===== src/rtl/bus_timer_if.sv =====
// Bus signals between the core's bus access unit and the machine timer.
// The master drives the transfer; the slave answers with ready and rdata.
interface bus_timer_if;
    logic [31:0] addr;
    logic        select;
    logic        enable;
    logic        write;
    logic [31:0] wdata;
    logic [31:0] rdata;
    logic        ready;

    modport master (
        output addr, select, enable, write, wdata,
        input  rdata, ready
    );

    modport slave (
        input  addr, select, enable, write, wdata,
        output rdata, ready
    );
endinterface


===== src/rtl/bus_timer.sv =====
// Memory-mapped machine timer: free-running 64-bit mtime with prescaler, mtimecmp and a
// level interrupt. Every accepted transfer takes one response cycle.
module bus_timer #(
    parameter logic [31:0] BaseAddr = 32'h4000_0000
) (
    input  logic       clk,
    input  logic       rst,
    bus_timer_if.slave bus,
    output logic       irqTimer
);
    typedef enum logic {StIdle, StResp} state_e;

    localparam logic [5:0] OffMtimeLo     = 6'h00;
    localparam logic [5:0] OffMtimeHi     = 6'h01;
    localparam logic [5:0] OffCmpLo       = 6'h02;
    localparam logic [5:0] OffCmpHi       = 6'h03;
    localparam logic [5:0] OffCtrl        = 6'h04;
    localparam logic [5:0] OffMtimeHiLive = 6'h05;

    state_e      state_q, state_d;
    logic [63:0] mtime_q, mtime_d;
    logic [63:0] mtimecmp_q, mtimecmp_d;
    logic [31:0] shadow_hi_q, shadow_hi_d;
    logic        en_q, en_d;
    logic [7:0]  prescale_q, prescale_d;
    logic [7:0]  cnt_q, cnt_d;
    logic [5:0]  off_q, off_d;
    logic        wr_q, wr_d;
    logic [31:0] wdata_q, wdata_d;
    logic [31:0] rdata_q, rdata_d;
    logic        irq_q, irq_d;

    logic        hit;
    logic        accept;
    logic        tick;
    logic        commit;
    logic [5:0]  offset;
    logic [31:0] rd_val;
    logic        unused_addr;

    assign unused_addr = ^bus.addr[1:0];

    always_comb begin
        hit    = bus.addr[31:8] == BaseAddr[31:8];
        offset = bus.addr[7:2];
        accept = (state_q == StIdle) && bus.select && bus.enable && hit;
        tick   = en_q && (cnt_q == prescale_q);
        commit = (state_q == StResp) && wr_q;
        case (offset)
            OffMtimeLo:     rd_val = mtime_q[31:0];
            OffMtimeHi:     rd_val = shadow_hi_q;
            OffCmpLo:       rd_val = mtimecmp_q[31:0];
            OffCmpHi:       rd_val = mtimecmp_q[63:32];
            OffCtrl:        rd_val = {16'h0000, prescale_q, 7'h00, en_q};
            OffMtimeHiLive: rd_val = mtime_q[63:32];
            default:        rd_val = 32'h0000_0000;
        endcase
    end

    always_comb begin
        state_d     = state_q;
        mtime_d     = mtime_q;
        mtimecmp_d  = mtimecmp_q;
        shadow_hi_d = shadow_hi_q;
        en_d        = en_q;
        prescale_d  = prescale_q;
        cnt_d       = cnt_q;
        off_d       = off_q;
        wr_d        = wr_q;
        wdata_d     = wdata_q;
        rdata_d     = rdata_q;
        irq_d       = mtime_q >= mtimecmp_q;

        if (en_q) begin
            cnt_d = tick ? 8'd0 : cnt_q + 8'd1;
        end
        if (tick) begin
            mtime_d = mtime_q + 64'd1;
        end

        case (state_q)
            StIdle: begin
                if (accept) begin
                    state_d = StResp;
                    off_d   = offset;
                    wr_d    = bus.write;
                    wdata_d = bus.wdata;
                    rdata_d = bus.write ? 32'h0000_0000 : rd_val;
                    // LO read latches the upper half so a following HI read is coherent.
                    if (!bus.write && (offset == OffMtimeLo)) begin
                        shadow_hi_d = mtime_q[63:32];
                    end
                end
            end
            StResp:  state_d = StIdle;
            default: state_d = StIdle;
        endcase

        // A bus write overrides a same-edge tick; the untouched half keeps its pre-tick value.
        if (commit) begin
            case (off_q)
                OffMtimeLo: mtime_d = {mtime_q[63:32], wdata_q};
                OffMtimeHi: mtime_d = {wdata_q, mtime_q[31:0]};
                OffCmpLo:   mtimecmp_d = {mtimecmp_q[63:32], wdata_q};
                OffCmpHi:   mtimecmp_d = {wdata_q, mtimecmp_q[31:0]};
                OffCtrl: begin
                    en_d       = wdata_q[0];
                    prescale_d = wdata_q[15:8];
                    cnt_d      = 8'd0;
                end
                default: ;
            endcase
        end
    end

    always_ff @(posedge clk or posedge rst) begin
        if (rst) begin
            state_q     <= StIdle;
            mtime_q     <= 64'd0;
            mtimecmp_q  <= 64'hFFFF_FFFF_FFFF_FFFF;
            shadow_hi_q <= 32'd0;
            en_q        <= 1'b1;
            prescale_q  <= 8'd0;
            cnt_q       <= 8'd0;
            off_q       <= 6'd0;
            wr_q        <= 1'b0;
            wdata_q     <= 32'd0;
            rdata_q     <= 32'd0;
            irq_q       <= 1'b0;
        end else begin
            state_q     <= state_d;
            mtime_q     <= mtime_d;
            mtimecmp_q  <= mtimecmp_d;
            shadow_hi_q <= shadow_hi_d;
            en_q        <= en_d;
            prescale_q  <= prescale_d;
            cnt_q       <= cnt_d;
            off_q       <= off_d;
            wr_q        <= wr_d;
            wdata_q     <= wdata_d;
            rdata_q     <= rdata_d;
            irq_q       <= irq_d;
        end
    end

    assign bus.ready = (state_q == StResp);
    assign bus.rdata = (state_q == StResp) ? rdata_q : 32'h0000_0000;
    assign irqTimer  = irq_q;
endmodule

===== src/flat_wrapper.sv =====
// flat-port wrapper written by rule: the top's interface ports become plain ports
module bus_timer_flat 
#(
    parameter logic [31:0] BaseAddr = 32'h4000_0000
)
  (clk, rst, irqTimer, bus_addr, bus_select, bus_enable, bus_write, bus_wdata, bus_rdata, bus_ready);
  bus_timer_if bus_i ();
  input  logic clk;
  input  logic rst;
  output logic irqTimer;
  input wire logic [$bits(bus_i.addr)-1:0] bus_addr;
  input wire logic [$bits(bus_i.select)-1:0] bus_select;
  input wire logic [$bits(bus_i.enable)-1:0] bus_enable;
  input wire logic [$bits(bus_i.write)-1:0] bus_write;
  input wire logic [$bits(bus_i.wdata)-1:0] bus_wdata;
  output wire logic [$bits(bus_i.rdata)-1:0] bus_rdata;
  output wire logic [$bits(bus_i.ready)-1:0] bus_ready;
  assign bus_i.addr = bus_addr;
  assign bus_i.select = bus_select;
  assign bus_i.enable = bus_enable;
  assign bus_i.write = bus_write;
  assign bus_i.wdata = bus_wdata;
  assign bus_rdata = bus_i.rdata;
  assign bus_ready = bus_i.ready;
  bus_timer #(.BaseAddr(BaseAddr)) u_core (.clk(clk), .rst(rst), .bus(bus_i), .irqTimer(irqTimer));
endmodule

===== config.mk =====
export PLATFORM = sky130hd
export DESIGN_NAME = bus_timer_flat
export DESIGN_NICKNAME = d
export VERILOG_FILES = /design/src/rtl/bus_timer_if.sv /design/src/rtl/bus_timer.sv /design/src/flat_wrapper.sv
export SDC_FILE = /design/constraint.sdc
export NUM_CORES = 1
export LEC_CHECK = 0
export CAP_MARGIN = 20
export CORE_ASPECT_RATIO = 1.2
export CORE_MARGIN = 2
export CORE_UTILIZATION = 35
export CTS_BUF_LIST = sky130_fd_sc_hd__clkbuf_2 sky130_fd_sc_hd__clkbuf_4 sky130_fd_sc_hd__clkbuf_8
export DETAILED_ROUTE_END_ITERATION = 10
export PLACE_DENSITY_LB_ADDON = 0.3
export REMOVE_ABC_BUFFERS = 1
export SLEW_MARGIN = 20
export SYNTH_ARGS = -nofsm -noshare
export SYNTH_HDL_FRONTEND = slang
export SYNTH_SLANG_ARGS = --single-unit

===== constraint.sdc =====
create_clock -name clk -period 7.8 [get_ports clk]
set_input_delay 1.56 -clock clk [delete_from_list [all_inputs] [get_ports clk]]
set_output_delay 1.56 -clock clk [all_outputs]
set_load 0.01 [all_outputs]

### The metal 3 layer

Scale: 1 px per um. Cells faint in the background.
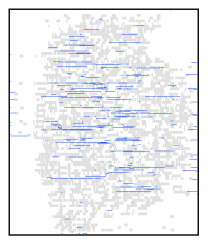
share of all routed wire: 5.2%
nets with wire on the layer: 142
wire length on this layer: 2240 um
drt total wl: 43.25 mm
M3 GR Usage: 2.887%
routed via count: 12160

### Clock wiring as the flow saved it

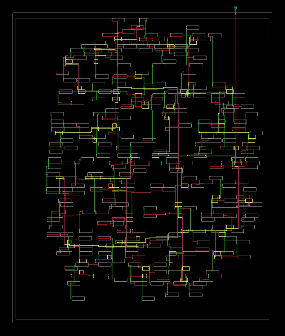
Clock Sinks: 250
CTS Buf Count: 43
Worst Skew: 42.81 ps

### PDN straps and rails

Scale: 1.5 px per um. Pins as bars on the die edge. Tap cells in gray.
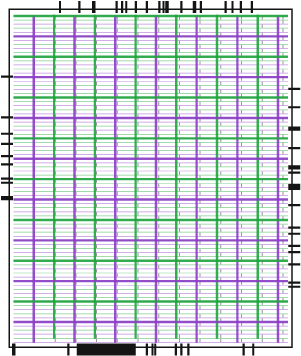
[VSS] purple
[VDD] green
met5 straps: 16
rows: 80
signal pins: 103
met4 straps: 13
tap cells: 533
Die Wd: 187.6 um
die y size: 224.3 um

==> run summary <==
run results: Remaining DRCs 0, Cells after Synth 1549, pin count of the biggest net entering global routing 129, Congestion Overflow GR 0, antenna violations before repair 1, Logic cell area 7183 um^2, Final Max-Slew Violation Tally 0, Ys Warns 0, r2r worst-path depth 7, Clk. pwr 1.33 mW, Tool Warnings 31, Reg area 6337 um^2, Reg power frac 47.7%, Yosys cell types 67, GR peak layer met2, total die area 42070 um^2, cts-stage hold buffer count 0, RR Endpoint u_core.mtime_q[26], FF-to-FF Start u_core.bus.ready, dpl cell area 15700 um^2, seq pwr 1.30 mW, Core Area 39840 um^2, hpwl dp 29.81 mm, MI comb cells 1127, CTS Buffer Depth 3, drt via density 5.531, Critical Path Start Type primary input, Hold EP u_core.off_q[4], Max Clk Rate 230.7 MHz, area delta synth->final 17.84%, most frequent cells in the layout nand2_1 (302), dfrtp_1 (185), o21ai_0 (115), internal power 2.105 mW, post-synth design cell area 14150 um^2, Max-Cap Viols 0, H-Tree Depth 2, critical path cell sequence clkdlybuf4s50_1 -> nor4_1 -> nand3_1 -> or2_2 -> buf_4 -> nor2_2 -> buf_4 -> mux2_2, clock network area share 5.836%, Non-clock inverters 82, Signal buffers 126, Reg clk slew, reported paths 60 ps, Non-clock buffering overhead 7.216%, PortBufs 100, post-synthesis chip area from yosys 14150 um^2, RePlAce Congestion 0.9074, CP Data Arrival Time 4770 ps, status finished, final reports clean, Layout fillers 3955, Worst path depth 8
## Yosys cell counts (9+ instances only)
cell type / instances / share of area [%]
a21oi_1: 49 / 1.7
mux2_2: 77 / 6.1
ha_1: 66 / 5.8
and2_1: 37 / 1.6
nand2_1: 302 / 8.0
mux2i_1: 31 / 2.2
o21ai_0: 115 / 4.1
a222oi_1: 26 / 1.8
dfstp_2: 65 / 12
clkbuf_1: 74 / 2.0
or3_1: 12 / 0.53
nand4_1: 32 / 1.4
nor4_1: 26 / 1.1
o211ai_1: 15 / 0.80
and4_1: 10 / 0.62
a211oi_1: 24 / 1.3
dfrtp_1: 185 / 33
nor3_1: 35 / 1.2
nand3_1: 49 / 1.7
buf_1: 9 / 0.24
inv_1: 81 / 2.1
and3_1: 13 / 0.57
nor2_1: 75 / 2.0
xnor2_1: 12 / 0.74
## kinds of logic after synthesis
| kind of cell | count (synthesis) | synth area share, % |
|---|---|---|
| AND-OR/OR-AND | 313 | 14.68 |
| XOR/XNOR | 16 | 0.9900 |
| adder cells (fa/ha/maj) | 66 | 5.834 |
| buffers and inverters | 172 | 4.667 |
| flip-flops | 250 | 44.77 |
| multiplexers | 108 | 8.318 |
| AND/OR/NAND/NOR | 624 | 20.74 |
## layer usage
metal  wire length (um)  vias to the layer above
met2              21330                      380
met3               2235                      111
met4               1931                        2
met1              17740                     5939
li1                   -                     5726
met5                 13                        -
## through the flow
stage,std cells,total power [mW],utilization (%),setup WS (ps),hold WS (ps)
2_1_floorplan,1459,1.350,-,-524.1,429.8
3_5_place_dp,2118,1.412,39.42,2786,457.8
3_3_place_gp,2118,1.412,39.42,2867,451.3
4_1_cts,2198,2.747,41.86,3374,473.0
6_report,2198,2.721,41.87,3465,468.9
5_1_grt,2198,2.820,41.87,3238,486.7
Power figures rest on the tool's default switching activity, not on a simulated workload.
